===== src/rtl/apb_slave_regfile_param_if.sv =====
// APB3 bus bundle for apb_slave_regfile_param.
// Pstrb exists only when APB_PSTRB_EN is defined.
interface apb_slave_regfile_param_if #(
    parameter int ADDR_WIDTH = 4,
    parameter int DATA_WIDTH = 32
) ();
    logic [ADDR_WIDTH-1:0]   Paddr;
    logic                    Psel;
    logic                    Penable;
    logic                    Pwrite;
    logic [DATA_WIDTH-1:0]   Pwdata;
`ifdef APB_PSTRB_EN
    logic [DATA_WIDTH/8-1:0] Pstrb;
`endif
    logic                    Pready;
    logic [DATA_WIDTH-1:0]   Prdata;
    logic                    Pslverr;

`ifdef APB_PSTRB_EN
    modport slave  (input  Paddr, Psel, Penable, Pwrite, Pwdata, Pstrb,
                    output Pready, Prdata, Pslverr);
    modport master (output Paddr, Psel, Penable, Pwrite, Pwdata, Pstrb,
                    input  Pready, Prdata, Pslverr);
`else
    modport slave  (input  Paddr, Psel, Penable, Pwrite, Pwdata,
                    output Pready, Prdata, Pslverr);
    modport master (output Paddr, Psel, Penable, Pwrite, Pwdata,
                    input  Pready, Prdata, Pslverr);
`endif
endinterface


===== src/rtl/apb_slave_regfile_param.sv =====
// Parametrised APB3 slave register file with wait states and PSLVERR.
// Optional byte strobes: define APB_PSTRB_EN.
module apb_slave_regfile_param #(
    parameter int ADDR_WIDTH  = 4,
    parameter int DATA_WIDTH  = 32,
    parameter int DEPTH       = 16,
    parameter int WAIT_STATES = 0,
    parameter logic [DATA_WIDTH-1:0] RESET_VALUE = '0
) (
    input logic PCLK,
    input logic Preset,
    apb_slave_regfile_param_if.slave bus
);
    localparam int IDX_W = (DEPTH > 1) ? $clog2(DEPTH) : 1;
    localparam logic [3:0] WS = 4'(WAIT_STATES);
    localparam logic [ADDR_WIDTH:0] DEPTH_L = (ADDR_WIDTH+1)'(DEPTH);
`ifdef APB_PSTRB_EN
    localparam int NBYTES = DATA_WIDTH/8;
`endif

    typedef enum logic {IDLE, ACCESS} state_t;

    state_t                state, state_n;
    logic [3:0]            cnt, cnt_n;
    logic                  ready;
    logic                  in_range;
    logic                  wr_en;
    logic [IDX_W-1:0]      idx;
    logic [DATA_WIDTH-1:0] regs [DEPTH];

    assign in_range = ({1'b0, bus.Paddr} < DEPTH_L);
    assign idx      = IDX_W'(bus.Paddr);
    assign wr_en    = ready & bus.Psel & bus.Penable & bus.Pwrite & in_range;

    always_ff @(posedge PCLK) begin
        if (Preset) begin
            state <= IDLE;
            cnt   <= '0;
        end else begin
            state <= state_n;
            cnt   <= cnt_n;
        end
    end

    // Penable is not looked at in IDLE so masters holding it high still get a setup phase.
    always_comb begin
        state_n = state;
        cnt_n   = cnt;
        case (state)
            IDLE: begin
                if (bus.Psel) begin
                    state_n = ACCESS;
                    cnt_n   = WS;
                end
            end
            ACCESS: begin
                if (!bus.Psel) begin
                    state_n = IDLE;
                end else if (cnt != 4'd0) begin
                    cnt_n = cnt - 4'd1;
                end else if (bus.Penable) begin
                    state_n = IDLE;
                end
            end
            default: state_n = IDLE;
        endcase
    end

    // Pready depends only on registered state, never on bus inputs.
    always_comb begin
        ready       = (state == ACCESS) && (cnt == 4'd0);
        bus.Pready  = ready;
        bus.Pslverr = ready & ~in_range;
        bus.Prdata  = '0;
        if (ready && !bus.Pwrite && in_range)
            bus.Prdata = regs[idx];
    end

    always_ff @(posedge PCLK) begin
        if (Preset) begin
            for (int i = 0; i < DEPTH; i++)
                regs[i] <= RESET_VALUE;
        end else if (wr_en) begin
`ifdef APB_PSTRB_EN
            for (int b = 0; b < NBYTES; b++)
                if (bus.Pstrb[b])
                    regs[idx][8*b +: 8] <= bus.Pwdata[8*b +: 8];
`else
            regs[idx] <= bus.Pwdata;
`endif
        end
    end
endmodule


===== src/flat_wrapper.sv =====
// flat-port wrapper written by rule: the top's interface ports become plain ports
module apb_slave_regfile_param_flat 
#(
    parameter int ADDR_WIDTH  = 4,
    parameter int DATA_WIDTH  = 32,
    parameter int DEPTH       = 16,
    parameter int WAIT_STATES = 0,
    parameter logic [DATA_WIDTH-1:0] RESET_VALUE = '0
)
  (PCLK, Preset, bus_Paddr, bus_Psel, bus_Penable, bus_Pwrite, bus_Pwdata, bus_Pready, bus_Prdata, bus_Pslverr);
  apb_slave_regfile_param_if #(.ADDR_WIDTH(ADDR_WIDTH), .DATA_WIDTH(DATA_WIDTH)) bus_i ();
  input logic PCLK;
  input logic Preset;
  input wire logic [$bits(bus_i.Paddr)-1:0] bus_Paddr;
  input wire logic [$bits(bus_i.Psel)-1:0] bus_Psel;
  input wire logic [$bits(bus_i.Penable)-1:0] bus_Penable;
  input wire logic [$bits(bus_i.Pwrite)-1:0] bus_Pwrite;
  input wire logic [$bits(bus_i.Pwdata)-1:0] bus_Pwdata;
  output wire logic [$bits(bus_i.Pready)-1:0] bus_Pready;
  output wire logic [$bits(bus_i.Prdata)-1:0] bus_Prdata;
  output wire logic [$bits(bus_i.Pslverr)-1:0] bus_Pslverr;
  assign bus_i.Paddr = bus_Paddr;
  assign bus_i.Psel = bus_Psel;
  assign bus_i.Penable = bus_Penable;
  assign bus_i.Pwrite = bus_Pwrite;
  assign bus_i.Pwdata = bus_Pwdata;
  assign bus_Pready = bus_i.Pready;
  assign bus_Prdata = bus_i.Prdata;
  assign bus_Pslverr = bus_i.Pslverr;
  apb_slave_regfile_param #(.ADDR_WIDTH(ADDR_WIDTH), .DATA_WIDTH(DATA_WIDTH), .DEPTH(DEPTH), .WAIT_STATES(WAIT_STATES), .RESET_VALUE(RESET_VALUE)) u_core (.PCLK(PCLK), .Preset(Preset), .bus(bus_i));
endmodule

===== config.mk =====
export PLATFORM = sky130hd
export DESIGN_NAME = apb_slave_regfile_param_flat
export DESIGN_NICKNAME = d
export VERILOG_FILES = /design/src/rtl/apb_slave_regfile_param_if.sv /design/src/rtl/apb_slave_regfile_param.sv /design/src/flat_wrapper.sv
export SDC_FILE = /design/constraint.sdc
export NUM_CORES = 1
export LEC_CHECK = 0
export CAP_MARGIN = 20
export CORE_MARGIN = 2
export CORE_UTILIZATION = 56
export CTS_BUF_LIST = sky130_fd_sc_hd__clkbuf_16
export CTS_CLUSTER_SIZE = 14
export DETAILED_ROUTE_END_ITERATION = 6
export PLACE_DENSITY = 0.77
export SLEW_MARGIN = 20
export SYNTH_ARGS = -nofsm -noshare
export SYNTH_HDL_FRONTEND = slang
export SYNTH_SLANG_ARGS = --single-unit

===== constraint.sdc =====
create_clock -name PCLK -period 4.1 [get_ports PCLK]
set_clock_uncertainty 0.15 [all_clocks]
set_input_delay 0.82 -clock PCLK [delete_from_list [all_inputs] [get_ports PCLK]]
set_output_delay 0.82 -clock PCLK [all_outputs]
set_load 0.01 [all_outputs]

==> impl_metrics.yaml <==
# generated from flow reports
worst_setup_path:
  cp_num_buf_inv: 3
  r2r-end: "u_core.regs[5][17]$_SDFFCE_PN0P_"
  max_stage_delay_ns: 0.59
  crit_chain: "inv_1 > ha_1 > and4bb_2 > or3b_2 > buf_6 > o221ai_2 > clkdlybuf4s50_1"
  cp_slowest_cell: "clkdlybuf4s50_1"
  worstSetupEndpoint: "bus_Prdata[31]"
  path_depth: 7
  critPathKind: "reg2out"
  cp-start-kind: "flip-flop"
  r2r_cells: 7
  critPathMaxFanout: 17
place:
  placedCellCount: 2069
  hpwl_um: 32900
sta:
  setup_violations: 0
  finalHoldViolations: 0
  worst_slack_ns: 0.0739
  drv_slew: 0
  min_period_ns: 4.03
  max_slew_margin_pct: 26.4
detailed_routing:
  post_drt_wl_per_cell_um: 27.5
  dr_wl_met3_um: 5390
  post-route-drc-count: 0
  antenna_left: 0
  drt-total-wl_um: 59500
  vias_per_cell: 6.83
  vias: 14800
  routed.top_layer: "met4"
yosys:
  ys_sh_aoi_pct: 2.73
  top_cells_by_area: "edfxtp_1 65%, mux4_2 12%, nor3_1 11%, buf_2 1.9%, o221ai_2 1.9%"
  synth.distinct_cells: 34
  synth_top_flop_cell: "edfxtp_1"
  async_flop_share_pct: 0
  synthCells: 1576
  synth-xor-area-share_pct: 0
  top_area_share_pct: 65.3
  ys_cells: 1576
  ys_sh_mux_pct: 13.6
layout:
  regArea_mm2: 0.0155
  nClkBuffers: 52
  buffer_area_share_pct: 5.94
  regMostFlops: "u_core.regs"
  logic_gates: 788
  comb_area_mm2: 0.00711
  flop-count: 517
  largestRegisters: "u_core.regs (512), u_core.cnt (4), u_core.state (1)"
  n_all_inverters: 67
  final_cell_mix: "513 x nor3_1, 512 x edfxtp_1, 128 x mux4_2"
  clkCellAreaFrac_pct: 5.99
  seq_share_pct: 58.0
  largest_class: "registers"
  lay_top_count: "nor3_1"
pwr:
  power.share.sequential_pct: 52.5
  pg_seq_mw: 6.00
  clock_net_power_mw: 4.52
  p_leak_nw: 8.83
  internal_power_mw: 8.78
global_route:
  grt_antenna_before_repair: 0
  grt_busiest_layer: "met2"
  grt_max_degree: 105
  grt_pass1_wl_um: 91000
clock_network:
  cts_max_level: 2
  cts_tree: "built"
  cts_buffers: 52
  clk_latency_ns: 0.61
outcome:
  status: "finished clean"
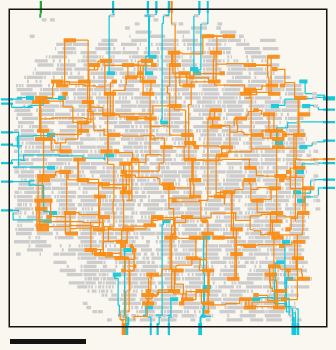
**Above:** nets reached from selected ports.
Scale bar: 50 um.
Key: cyan = bus_Prdata [direction output, end cells 32, buffers 32, wire 1,260 um]; orange = bus_Paddr [direction input, end cells 169, buffers 24, wire 5,070 um]; green = bus_Pslverr [direction output, end cells 1, buffers 0, wire 2.70 um]
Ports: 75
Buffers on Ports: 73

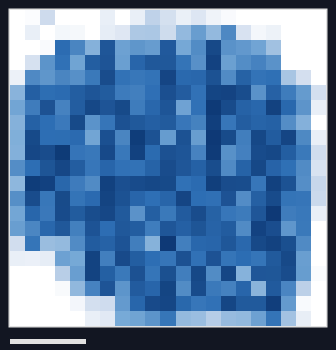
**Above:** local utilization.
Scale bar: 50 um. 21 x 21 tiles, from white (low) to dark blue (high), 0 to 100% covered.
The fullest tile reaches 96%. 42% of the tiles are over 75% full. The mean over all tiles is 60%. 11% of the tiles are nearly empty.

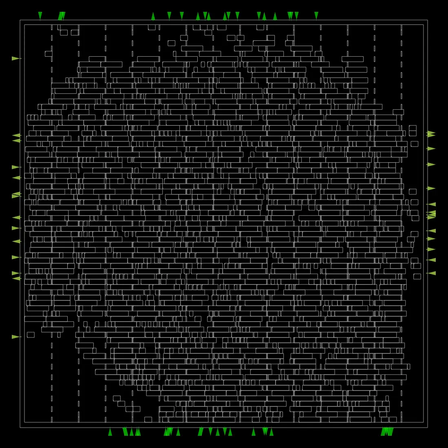
**Above:** cell outlines without signal wires.
fillers: 2,889
area of the core: 0.0418 mm^2

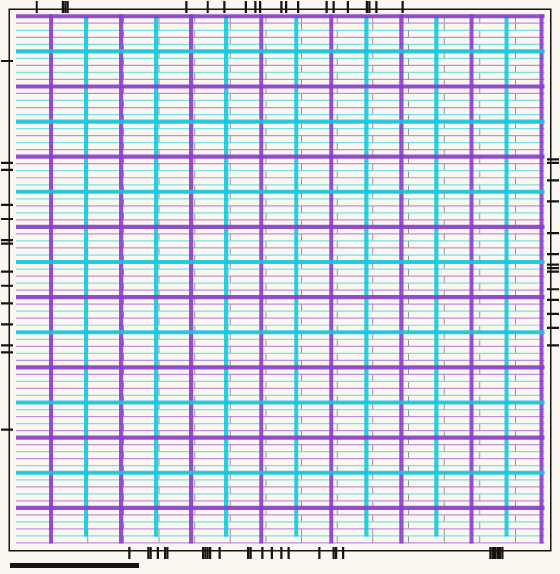
**Above:** PDN straps and rails.
Scale bar: 50 um. Pins as bars on the die edge. Tap cells in gray.
Key: purple = VSS; cyan = VDD
15 straps on met5. 539 tap cells.

Power figures rest on the tool's default switching activity, not on a simulated workload.
